===== src/rtl/speck_key_expander_pkg.sv =====
// speck_pkg: shared types, per-variant constants and rotate helpers for the
// SPECK key schedule.
//   state_e          - expander FSM state (IDLE=0, EMIT=1, DONE=2)
//   rotr / rotl      - width-parametrised rotates on a 64-bit carrier
//   SPECK*_ROUNDS    - round counts for each standard variant
package speck_pkg;

    typedef enum logic [1:0] {
        IDLE = 2'd0,
        EMIT = 2'd1,
        DONE = 2'd2
    } state_e;

    // Rotate amounts: 16-bit words use (7,2), all wider words use (8,3).
    localparam int SPECK_ALPHA   = 8;
    localparam int SPECK_BETA    = 3;
    localparam int SPECK16_ALPHA = 7;
    localparam int SPECK16_BETA  = 2;

    localparam int SPECK32_64_ROUNDS   = 22;
    localparam int SPECK48_72_ROUNDS   = 22;
    localparam int SPECK48_96_ROUNDS   = 23;
    localparam int SPECK64_96_ROUNDS   = 26;
    localparam int SPECK64_128_ROUNDS  = 27;
    localparam int SPECK96_96_ROUNDS   = 28;
    localparam int SPECK96_144_ROUNDS  = 29;
    localparam int SPECK128_128_ROUNDS = 32;
    localparam int SPECK128_192_ROUNDS = 33;
    localparam int SPECK128_256_ROUNDS = 34;

    // Low w bits set; w = 64 means all ones.
    function automatic logic [63:0] word_mask(input int w);
        return (w >= 64) ? '1 : ((64'd1 << w) - 64'd1);
    endfunction

    // Rotates act on the low w bits of x; upper bits of the result are zero.
    function automatic logic [63:0] rotr(input logic [63:0] x, input int s, input int w);
        logic [63:0] xm;
        int          sh;
        xm = x & word_mask(w);
        sh = s % w;
        if (sh == 0) return xm;
        return ((xm >> sh) | (xm << (w - sh))) & word_mask(w);
    endfunction

    function automatic logic [63:0] rotl(input logic [63:0] x, input int s, input int w);
        int sh;
        sh = s % w;
        return rotr(x, (w - sh) % w, w);
    endfunction

endpackage


===== src/rtl/speck_key_expander_if.sv =====
// Round-key stream from the expander to the round datapath.
//   valid/ready - handshake; a key transfers on a cycle where both are high
//   data        - round key k_i
//   index       - round number i of data
interface speck_key_expander_if #(
    parameter int WORD_W = 64,
    parameter int IDX_W  = 5
);
    logic              valid;
    logic              ready;
    logic [WORD_W-1:0] data;
    logic [IDX_W-1:0]  index;

    modport master (output valid, output data, output index, input ready);
    modport slave  (input valid, input data, input index, output ready);
endinterface


===== src/rtl/speck_ks_round.sv =====
// speck_ks_round: one combinational SPECK key-schedule step.
//   k_i      - current round key k_i
//   l0_i     - oldest l word
//   idx_i    - round index i
//   k_next_o - k_(i+1) = ROL(k, BETA) ^ t
//   l_new_o  - t = (k + ROR(l0, ALPHA)) ^ i, the newest l word
module speck_ks_round
    import speck_pkg::*;
#(
    parameter int WORD_W = 64,
    parameter int IDX_W  = 5,
    parameter int ALPHA  = 8,
    parameter int BETA   = 3
) (
    input  logic [WORD_W-1:0] k_i,
    input  logic [WORD_W-1:0] l0_i,
    input  logic [IDX_W-1:0]  idx_i,
    output logic [WORD_W-1:0] k_next_o,
    output logic [WORD_W-1:0] l_new_o
);
    logic [WORD_W-1:0] l_rot;
    logic [WORD_W-1:0] k_rot;
    logic [WORD_W-1:0] t;

    assign l_rot    = WORD_W'(rotr(64'(l0_i), ALPHA, WORD_W));
    assign k_rot    = WORD_W'(rotl(64'(k_i), BETA, WORD_W));
    // Addition wraps at WORD_W; the carry is intentionally dropped.
    assign t        = (k_i + l_rot) ^ WORD_W'(idx_i);
    assign k_next_o = k_rot ^ t;
    assign l_new_o  = t;
endmodule


===== src/rtl/speck_key_expander.sv =====
// speck_key_expander: expands a KEY_WORDS x WORD_W master key into ROUNDS
// round keys, streamed one per cycle over a valid/ready interface.
//   clk, rst       - clock, synchronous active-high reset
//   start          - begin expansion (only honoured in IDLE)
//   key            - master key; word 0 is k0, words 1..m-1 are l0..l(m-2)
//   busy           - expansion in progress (EMIT or DONE)
//   done           - one-cycle pulse after the last key is accepted
//   state_response - FSM state for debug
//   rk             - round-key stream (master side)
module speck_key_expander
    import speck_pkg::*;
#(
    parameter int WORD_W    = 64,
    parameter int KEY_WORDS = 2,
    parameter int ROUNDS    = 32,
    parameter int ALPHA     = 8,
    parameter int BETA      = 3,
    parameter int IDX_W     = $clog2(ROUNDS)
) (
    input  logic                        clk,
    input  logic                        rst,
    input  logic                        start,
    input  logic [WORD_W*KEY_WORDS-1:0] key,
    output logic                        busy,
    output logic                        done,
    output logic [1:0]                  state_response,
    speck_key_expander_if.master        rk
);
    localparam int               L_N      = KEY_WORDS - 1;
    localparam logic [IDX_W-1:0] LAST_IDX = IDX_W'(ROUNDS - 1);

    state_e                       state_q, state_d;
    logic [WORD_W-1:0]            k_q, k_d;
    logic [L_N-1:0][WORD_W-1:0]   l_q, l_d;
    logic [IDX_W-1:0]             i_q, i_d;

    logic [WORD_W-1:0]            k_next;
    logic [WORD_W-1:0]            t;

    speck_ks_round #(
        .WORD_W (WORD_W),
        .IDX_W  (IDX_W),
        .ALPHA  (ALPHA),
        .BETA   (BETA)
    ) u_round (
        .k_i      (k_q),
        .l0_i     (l_q[0]),
        .idx_i    (i_q),
        .k_next_o (k_next),
        .l_new_o  (t)
    );

    always_comb begin
        state_d = state_q;
        k_d     = k_q;
        l_d     = l_q;
        i_d     = i_q;
        case (state_q)
            IDLE: begin
                if (start) begin
                    state_d = EMIT;
                    k_d     = key[WORD_W-1:0];
                    for (int j = 0; j < L_N; j++) begin
                        l_d[j] = key[(j+1)*WORD_W +: WORD_W];
                    end
                    i_d = '0;
                end
            end
            EMIT: begin
                // valid is implied by EMIT, so ready alone completes a transfer.
                if (rk.ready) begin
                    if (i_q == LAST_IDX) begin
                        state_d = DONE;
                    end else begin
                        k_d = k_next;
                        // l behaves as a FIFO: oldest word consumed, t appended.
                        for (int j = 0; j < L_N - 1; j++) begin
                            l_d[j] = l_q[j+1];
                        end
                        l_d[L_N-1] = t;
                        i_d        = i_q + IDX_W'(1);
                    end
                end
            end
            DONE:    state_d = IDLE;
            default: state_d = IDLE;
        endcase
    end

    always_ff @(posedge clk) begin
        if (rst) begin
            state_q <= IDLE;
            k_q     <= '0;
            l_q     <= '0;
            i_q     <= '0;
        end else begin
            state_q <= state_d;
            k_q     <= k_d;
            l_q     <= l_d;
            i_q     <= i_d;
        end
    end

    assign rk.valid       = (state_q == EMIT);
    assign rk.data        = k_q;
    assign rk.index       = i_q;
    assign busy           = (state_q != IDLE);
    assign done           = (state_q == DONE);
    assign state_response = state_q;
endmodule


===== src/flat_wrapper.sv =====
// flat-port wrapper written by rule: the top's interface ports become plain ports
module speck_key_expander_flat import speck_pkg::*;
#(
    parameter int WORD_W    = 64,
    parameter int KEY_WORDS = 2,
    parameter int ROUNDS    = 32,
    parameter int ALPHA     = 8,
    parameter int BETA      = 3,
    parameter int IDX_W     = $clog2(ROUNDS)
)
  (clk, rst, start, key, busy, done, state_response, rk_valid, rk_data, rk_index, rk_ready);
  speck_key_expander_if #(.WORD_W(WORD_W), .IDX_W(IDX_W)) rk_i ();
  input  logic clk;
  input  logic rst;
  input  logic start;
  input  logic [WORD_W*KEY_WORDS-1:0] key;
  output logic busy;
  output logic done;
  output logic [1:0] state_response;
  output wire logic [$bits(rk_i.valid)-1:0] rk_valid;
  output wire logic [$bits(rk_i.data)-1:0] rk_data;
  output wire logic [$bits(rk_i.index)-1:0] rk_index;
  input wire logic [$bits(rk_i.ready)-1:0] rk_ready;
  assign rk_valid = rk_i.valid;
  assign rk_data = rk_i.data;
  assign rk_index = rk_i.index;
  assign rk_i.ready = rk_ready;
  speck_key_expander #(.WORD_W(WORD_W), .KEY_WORDS(KEY_WORDS), .ROUNDS(ROUNDS), .ALPHA(ALPHA), .BETA(BETA), .IDX_W(IDX_W)) u_core (.clk(clk), .rst(rst), .start(start), .key(key), .busy(busy), .done(done), .state_response(state_response), .rk(rk_i));
endmodule

===== config.mk =====
export PLATFORM = sky130hd
export DESIGN_NAME = speck_key_expander_flat
export DESIGN_NICKNAME = d
export VERILOG_FILES = /design/src/rtl/speck_key_expander_pkg.sv /design/src/rtl/speck_key_expander_if.sv /design/src/rtl/speck_ks_round.sv /design/src/rtl/speck_key_expander.sv /design/src/flat_wrapper.sv
export SDC_FILE = /design/constraint.sdc
export NUM_CORES = 1
export LEC_CHECK = 0
export ABC_AREA = 1
export CAP_MARGIN = 20
export CORE_MARGIN = 5
export CORE_UTILIZATION = 35
export DETAILED_ROUTE_END_ITERATION = 16
export PLACE_DENSITY = 0.55
export SLEW_MARGIN = 25
export SYNTH_ARGS = -nofsm -noshare
export SYNTH_HDL_FRONTEND = slang
export SYNTH_HIERARCHICAL = 1
export SYNTH_SLANG_ARGS = --single-unit

===== constraint.sdc =====
create_clock -name clk -period 2.8 [get_ports clk]
set_clock_uncertainty 0.2 [all_clocks]
set_input_delay 0.56 -clock clk [delete_from_list [all_inputs] [get_ports clk]]
set_output_delay 0.56 -clock clk [all_outputs]
set_load 0.05 [all_outputs]

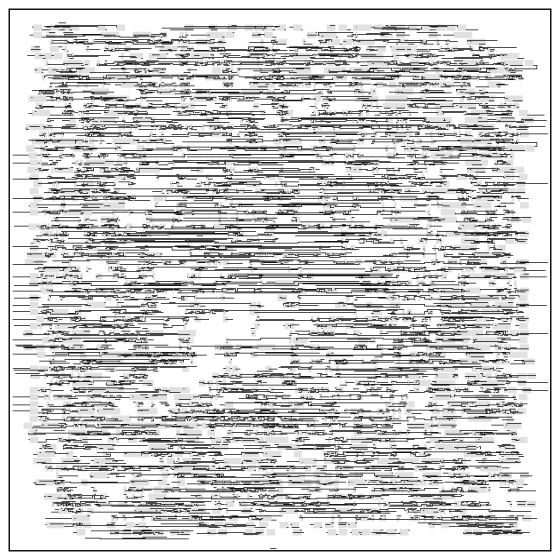
run_1/layer_met1.png
Cells faint in the background.
wire length on this layer: 26.7 mm
share of all routed wire: 49%
longest straight run: 70.8 um
nets with wire on the layer: 2887
total routed wirelength: 54500 um
met1 Use GR: 35.2%

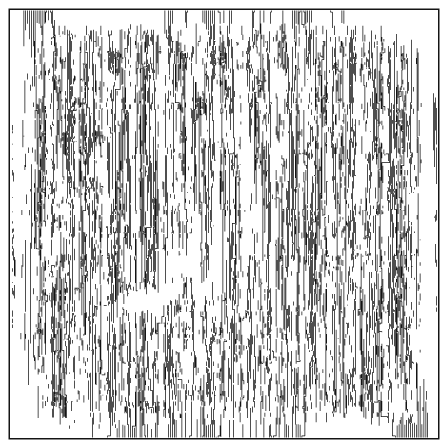
run_1/layer_met2.png
longest straight run: 81.3 um
wire length on this layer: 25.3 mm
met2 Use GR: 41.6%
vias: 15.7k

==> job_summary.md, run 1 <==
### Yosys + OpenROAD results

| Metric | Value |
|---|---|
| Top cells by area | nand2_1, dfxtp_1, inv_1 |
| Synthesized cell area | 13500 sq um |
| Ratio of cells with drive above 1 in the final layout | 14.8% |
| Gates resized, CTS repair | 8 |
| Worst skew pair latency | 0.46 ns |
| Final setup fails | 0 |
| Final WS setup | 0.107 ns |
| Flop pwr share | 27.6% |
| Cells in synth_stat.txt | 2541 |
| CP Cell Sequence | nor2_1 -> inv_1 -> clkdlybuf4s50_1 |
| Mux share | 0% |
| Number of enable flip-flop cells | 0 |
| DR pass1 iterations | 5 |
| Crit end category | output port |
| Non-Filler Instances | 3400 |
| Initial antenna violation count | 0 |
| Max cap viols | 0 |
| FP Util | 35.2% |
| Ant. Diodes | 0 |
| Worst Hold Class | reg -> reg |
| Clock share of power | 30.2% |
| HPWL reported at the end of detailed placement | 44500 um |
| Synth Instances | 2541 |
| Worst Path Required | 2.04 ns |
| Adder share | 6.15% |
| Fillers | 4253 |
| Basic Gates by Area | 47.9% |
| Synth Seq Share | 20.0% |
| Total power | 8.19 mW |
| Tool warnings | 28 |
| Root buf cell | clkbuf_16 |
| Area figure in the yosys stat output | 13500 sq um |
| Post-CTS setup repair buffer count | 0 |
| Logic pwr share | 42.2% |
| Status | finished, final reports clean |
| Synth warn | 6 |
| RSZ-0062 raised after global routing | yes |
| Placement Cell Area | 17400 sq um |
| Tmin final | 2.69 ns |
| P_int | 4.99 mW |
| Sw Ratio | 39.1% |
| Synth top cell by count | nand2_1 |
| Comb group | 3.46 mW |
| Place WS | -0.0909 ns |
| CP startpoint kind | register |
| First-pass GRT wire length | 83100 um |
| Syn avg cell area | 5.33 sq um |
| Power Clock | 2.47 mW |
| PwrDens | 434 nW/um^2 |
| Final net count | 3067 |
| Grt ovf | 0 |
| Crit path kind | reg -> out |
| Placed cell count | 3365 |
| Main logic family | simple AND/OR/NAND/NOR gates |
| Final Util | 49.0% |
| Die X | 207 um |
| Hold_ws | 0.269 ns |
| Final critical-path share of the clock period | 96.2% |
| Slowest CP cell | clkdlybuf4s50_1 |
| Number of I/O pins | 206 |
| Reg clk slew, reported paths | 0.07 ns |
| Max IR drop VDD | 0.424 mV |
| Die Y | 207 um |
| Worst-path maximum fanout | 6 |
| Max stage delay on crit path | 0.80 ns |
| Largest net degree at the start of global routing | 70 |
| Final GP Congestion | 0.913 |
| Fmax | 371 MHz |
| Data arrival, critical path | 1.93 ns |
| Setup slack, reg-to-reg | 0.15 ns |
| Seq pwr | 2.26 mW |
| WL per Instance | 16.0 um |
| Relative slew slack | 63.6% |
| Residual DRC | 0 |
| Slew Viols, Final | 0 |
| Final Hold Violation Tally | 0 |
| Chip area | 42700 sq um |
| H-tree depth | 4 |
| Leakage | 10.1 nW |
| Main power group | combinational logic |
| Vias/cell | 4.61 |
| FF+latch count, synth | 135 |
| CTS Buffer Depth | 2 |
| Setup TNS | 0 ns |
| CP top delay family | buffers and inverters |
| Hold-fix buffers at CTS | 0 |
| Top-area cell share | 37.3% |
| CP bufs+invs | 2 |
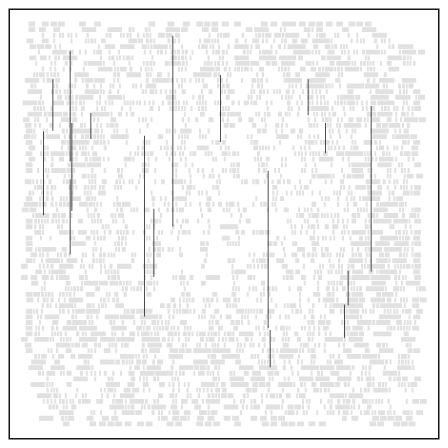
run_1/layer_met4.png
Cells faint in the background.
wire length on this layer: 688 um
main direction: vertical
nets with wire on the layer: 12
longest straight run: 91.8 um

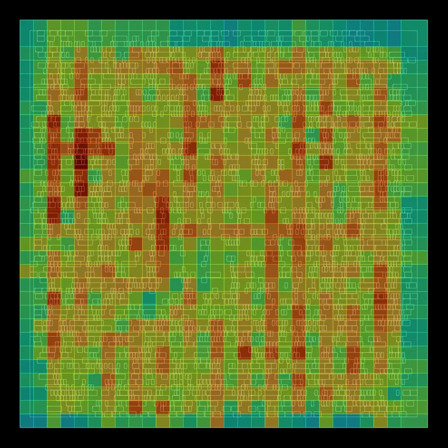
run_1/congestion.png
GR peak layer: met2
GR Util met3: 2.69%
Total Routing Usage GR: 25.0%

## run 1: tightest hold or removal path, stage by stage, from the launching register on
cell	delay [ns]
dfxtp_1	0.31
nand2_1	0.06
a21oi_1	0.05
## run 1: cell usage in the layout (no fill, tap or decap), types with 4 or more instances in the layout
cell	instances
nand2_1	1299
inv_1	379
clkdlybuf4s50_1	203
buf_4	162
a21oi_1	155
dfxtp_1	127
nand3_1	95
nor2_1	78
nand2_2	60
xor2_1	50
nor2_2	36
ha_1	25
ha_4	23
clkbuf_16	17
ha_2	17
buf_12	15
a21oi_2	13
nand3_2	10
nand3b_1	10
nand2_4	9
xor2_2	9
dfxtp_2	8
nor3_1	8
xor3_1	7
xnor2_1	6
nor3_2	5
clkinv_4	4
nor2_4	4
o21ai_0	4
## run 1: worst paths after layout
kind,cells past startpoint,start,endpoint
worst max-delay path,3,u_core/state_response[0],busy
worst min-delay path,2,u_core/l_q[43],u_core/l_q[43]
worst max register to register,17,u_core/rk.data[0],u_core/rk.data[16]
worst min register to register,2,u_core/l_q[43],u_core/l_q[43]
## run 1: area by class of cell
cell class | count | area [sq um] | share of cell area [%]
Clock buffer | 19 | 453 | 2.40
Clock inverter | 13 | 170 | 0.902
Inverter | 386 | 1450 | 7.70
Multi-Input combinational cell | 1948 | 9860 | 52.3
Sequential cell | 135 | 2710 | 14.4
Tap cell | 518 | 648 | 3.44
Timing Repair Buffer | 381 | 3560 | 18.9
## run 1: per-layer routing
metal,track usage [%],part of all wire (%)
met4,5.34,1.3
met2,41.6,46
met5,0,0
met1,35.2,49
met3,2.69,3.3
## run 1: sequential cells by signal, summed over array words and instances, names as in the netlist
signal and cells:
u_core/rk.index 5, u_core/l_q 64, u_core/rk.data 64, u_core/state_response 2
run_1/cell_density.png
Bar = 50 um. The die is cut into 21 by 21 equal tiles; dark blue is low, red is high, 0 to 100% covered.
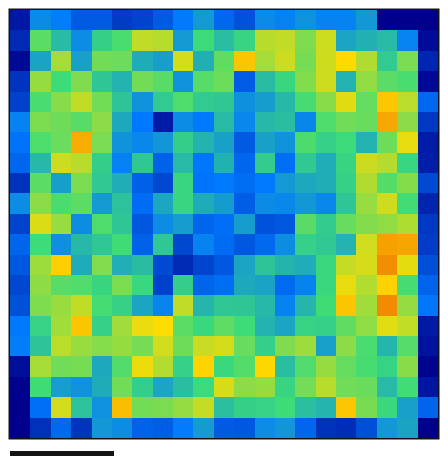

==> run 2: changes to the inputs <==
--- a/config.mk
+++ b/config.mk
@@ -8,9 +8,9 @@
 export ABC_AREA = 1
 export CAP_MARGIN = 20
 export CORE_MARGIN = 5
-export CORE_UTILIZATION = 35
+export CORE_UTILIZATION = 56
 export DETAILED_ROUTE_END_ITERATION = 16
-export PLACE_DENSITY = 0.55
+export PLACE_DENSITY = 0.81
 export SLEW_MARGIN = 25
 export SYNTH_ARGS = -nofsm -noshare
 export SYNTH_HDL_FRONTEND = slang
==> constraint.sdc (replaced) <==
create_clock -name clk -period 2.8 [get_ports clk]
set_clock_uncertainty 0.2 [all_clocks]
set_input_delay 0.84 -clock clk [delete_from_list [all_inputs] [get_ports clk]]
set_output_delay 0.84 -clock clk [all_outputs]
set_load 0.05 [all_outputs]
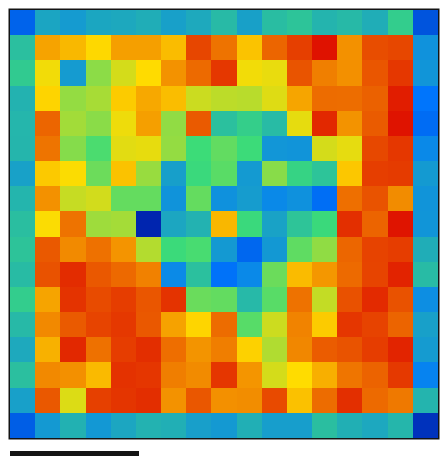
run_2/cell_density.png
Bar = 50 um. The die is cut into 17 by 17 equal tiles; dark blue is low, red is high, 0 to 100% covered.
fullest tile: 98%
emptiest ninth of the die: centre
mean over tiles: 66%
FP Util: 56.3%
Final Util: 76.6%

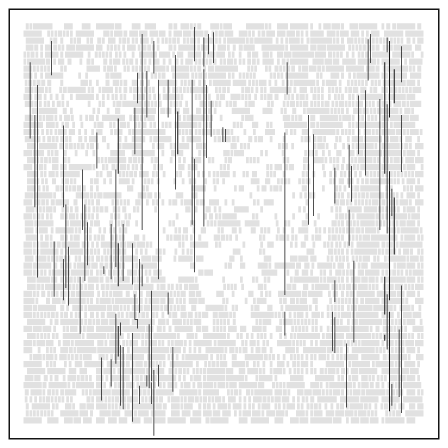
run_2/layer_met4.png
Cells faint in the background.
main direction: vertical
nets with wire on the layer: 93
vias: 17.3k
total routed wirelength: 54600 um

==> job_summary.md, run 2 <==
### Yosys + OpenROAD results

| Metric | Value |
|---|---|
| Synth top cell by count | nand2_1 (unchanged) |
| CP startpoint kind | register (unchanged) |
| Final setup fails | 3 (was 0) |
| Max cap viols | 0 (unchanged) |
| Relative slew slack | 56.7% (was 63.6%) |
| Chip area | 27400 sq um (was 42700 sq um) |
| Die Y | 165 um (was 207 um) |
| Top cells by area | nand2_1, dfxtp_1, inv_1 (unchanged) |
| Slew Viols, Final | 0 (unchanged) |
| Final critical-path share of the clock period | 102% (was 96.2%) |
| Worst-path maximum fanout | 4 (was 6) |
| Gates resized, CTS repair | 16 (was 8) |
| Placed cell count | 3097 (was 3365) |
| P_int | 4.64 mW (was 4.99 mW) |
| Post-CTS setup repair buffer count | 1 (was 0) |
| CP top delay family | simple AND/OR/NAND/NOR gates (was buffers and inverters) |
| Largest net degree at the start of global routing | 134 (was 70) |
| Logic pwr share | 42.8% (was 42.2%) |
| Tool warnings | 31 (was 28) |
| H-tree depth | 4 (unchanged) |
| Synth warn | 6 (unchanged) |
| CTS Buffer Depth | 2 (unchanged) |
| Final WS setup | -0.0434 ns (was 0.107 ns) |
| Number of I/O pins | 206 (unchanged) |
| Violated checks | negative setup slack |
| Vias/cell | 5.50 (was 4.61) |
| Clock share of power | 28.8% (was 30.2%) |
| Total Routing Usage GR | 35.7% (was 25.0%) |
| Final Hold Violation Tally | 0 (unchanged) |
| Initial antenna violation count | 0 (unchanged) |
| Status | finished, violations left (was finished, final reports clean) |
| Sw Ratio | 42.3% (was 39.1%) |
| Worst Hold Class | reg -> reg (unchanged) |
| Placement Cell Area | 16500 sq um (was 17400 sq um) |
| Tmin final | 2.84 ns (was 2.69 ns) |
| Leakage | 10.5 nW (was 10.1 nW) |
| CP Cell Sequence | ha_4 -> inv_2 -> fa_2 -> inv_2 -> nand3_2 -> nand2_4 -> nand3_2 -> nand3b_4 -> nand2_1 -> nand2_4 -> xor2_2 -> xor2_1 -> nand2_1 -> nand2_1 -> nand2_1 -> a21oi_1 (was nor2_1 -> inv_1 -> clkdlybuf4s50_1) |
| Area figure in the yosys stat output | 13500 sq um (unchanged) |
| Synth Instances | 2541 (unchanged) |
| Crit end category | register (was output port) |
| Worst skew pair latency | 0.44 ns (was 0.46 ns) |
| Top-area cell share | 37.3% (unchanged) |
| Place WS | -0.126 ns (was -0.0909 ns) |
| Non-Filler Instances | 3139 (was 3400) |
| Residual DRC | 0 (unchanged) |
| WL per Instance | 17.4 um (was 16.0 um) |
| FF+latch count, synth | 135 (unchanged) |
| Reg clk slew, reported paths | 0.08 ns (was 0.07 ns) |
| Flop pwr share | 28.4% (was 27.6%) |
| Hold-fix buffers at CTS | 0 (unchanged) |
| Final net count | 3000 (was 3067) |
| First-pass GRT wire length | 77700 um (was 83100 um) |
| Slowest CP cell | fa_2 (was clkdlybuf4s50_1) |
| CP bufs+invs | 2 (unchanged) |
| Syn avg cell area | 5.33 sq um (unchanged) |
| Root buf cell | clkbuf_16 (unchanged) |
| Die X | 165 um (was 207 um) |
| Dominant logic cell types in the final layout | nand2_1, inv_1, clkdlybuf4s50_1 (unchanged) |
| Synth Seq Share | 20.0% (unchanged) |
| Max IR drop VDD | 0.319 mV (was 0.424 mV) |
| Data arrival, critical path | 3.01 ns (was 1.93 ns) |
| Number of enable flip-flop cells | 0 (unchanged) |
run 2: cell counts after synthesis:
No cell type changed its count.
run 2: worst paths after layout:
path	end	slack (ns)	depth (start not counted)	from
worst min register to register	u_core/l_q[63]	0.27	2	u_core/l_q[63]
worst min-delay path	u_core/l_q[63]	0.27	2	u_core/l_q[63]
worst max-delay path	u_core/rk.data[20]	-0.04	16	u_core/l_q[8]
worst max register to register	u_core/rk.data[20]	-0.04	16	u_core/l_q[8]
run 2: per-layer routing:
metal  wire length [um]  global-route usage [%]
met3               5390                    4.89
met4               2240                    11.1
met1              21900                    48.5
met2              25100                    59.0
met5                  0                       0
run 2: worst reg2reg max path, delay by kind of cell (launching register included):
kind,cells,cell delay [ns]
DFF,1,0.36
AOI/OAI and AO/OA,1,0.14
buffers and inverters,2,0.13
adders and majority gates,2,0.52
and+or+nand+nor,9,0.89
xor gates and xnor gates,2,0.53
run 2: area by class of cell:
cell class                      count  area (sq um)
Clock inverter                     15           145
Timing Repair Buffer              314          3050
Fill cell                        1810          5630
Sequential cell                   135          2740
Tap cell                          324           405
Inverter                          386          1450
Clock buffer                       17           425
Multi-Input combinational cell   1948         10200
run 2: kinds of logic after synthesis:
logic type	count (synthesis)	synth area share, %
AND-OR/OR-AND	177	6.58
flip-flops	135	20.0
buffers and inverters	458	13.1
AND/OR/NAND/NOR	1628	47.9
XOR/XNOR	77	6.26
adder cells (fa/ha/maj)	66	6.15
run 2: power groups by stage:
| stage | clock [mW] | sequential, mW | combinational (mW) |
|---|---|---|---|
| after floorplan | 0 | 2.58 | 1.71 |
| after global placement | 0 | 2.27 | 3.01 |
| after detailed placement | 0 | 2.28 | 3.10 |
| after CTS | 2.31 | 2.24 | 3.12 |
| after global routing | 2.41 | 2.30 | 3.68 |
| final | 2.32 | 2.29 | 3.44 |
Power is estimated from default activity; no workload was simulated.
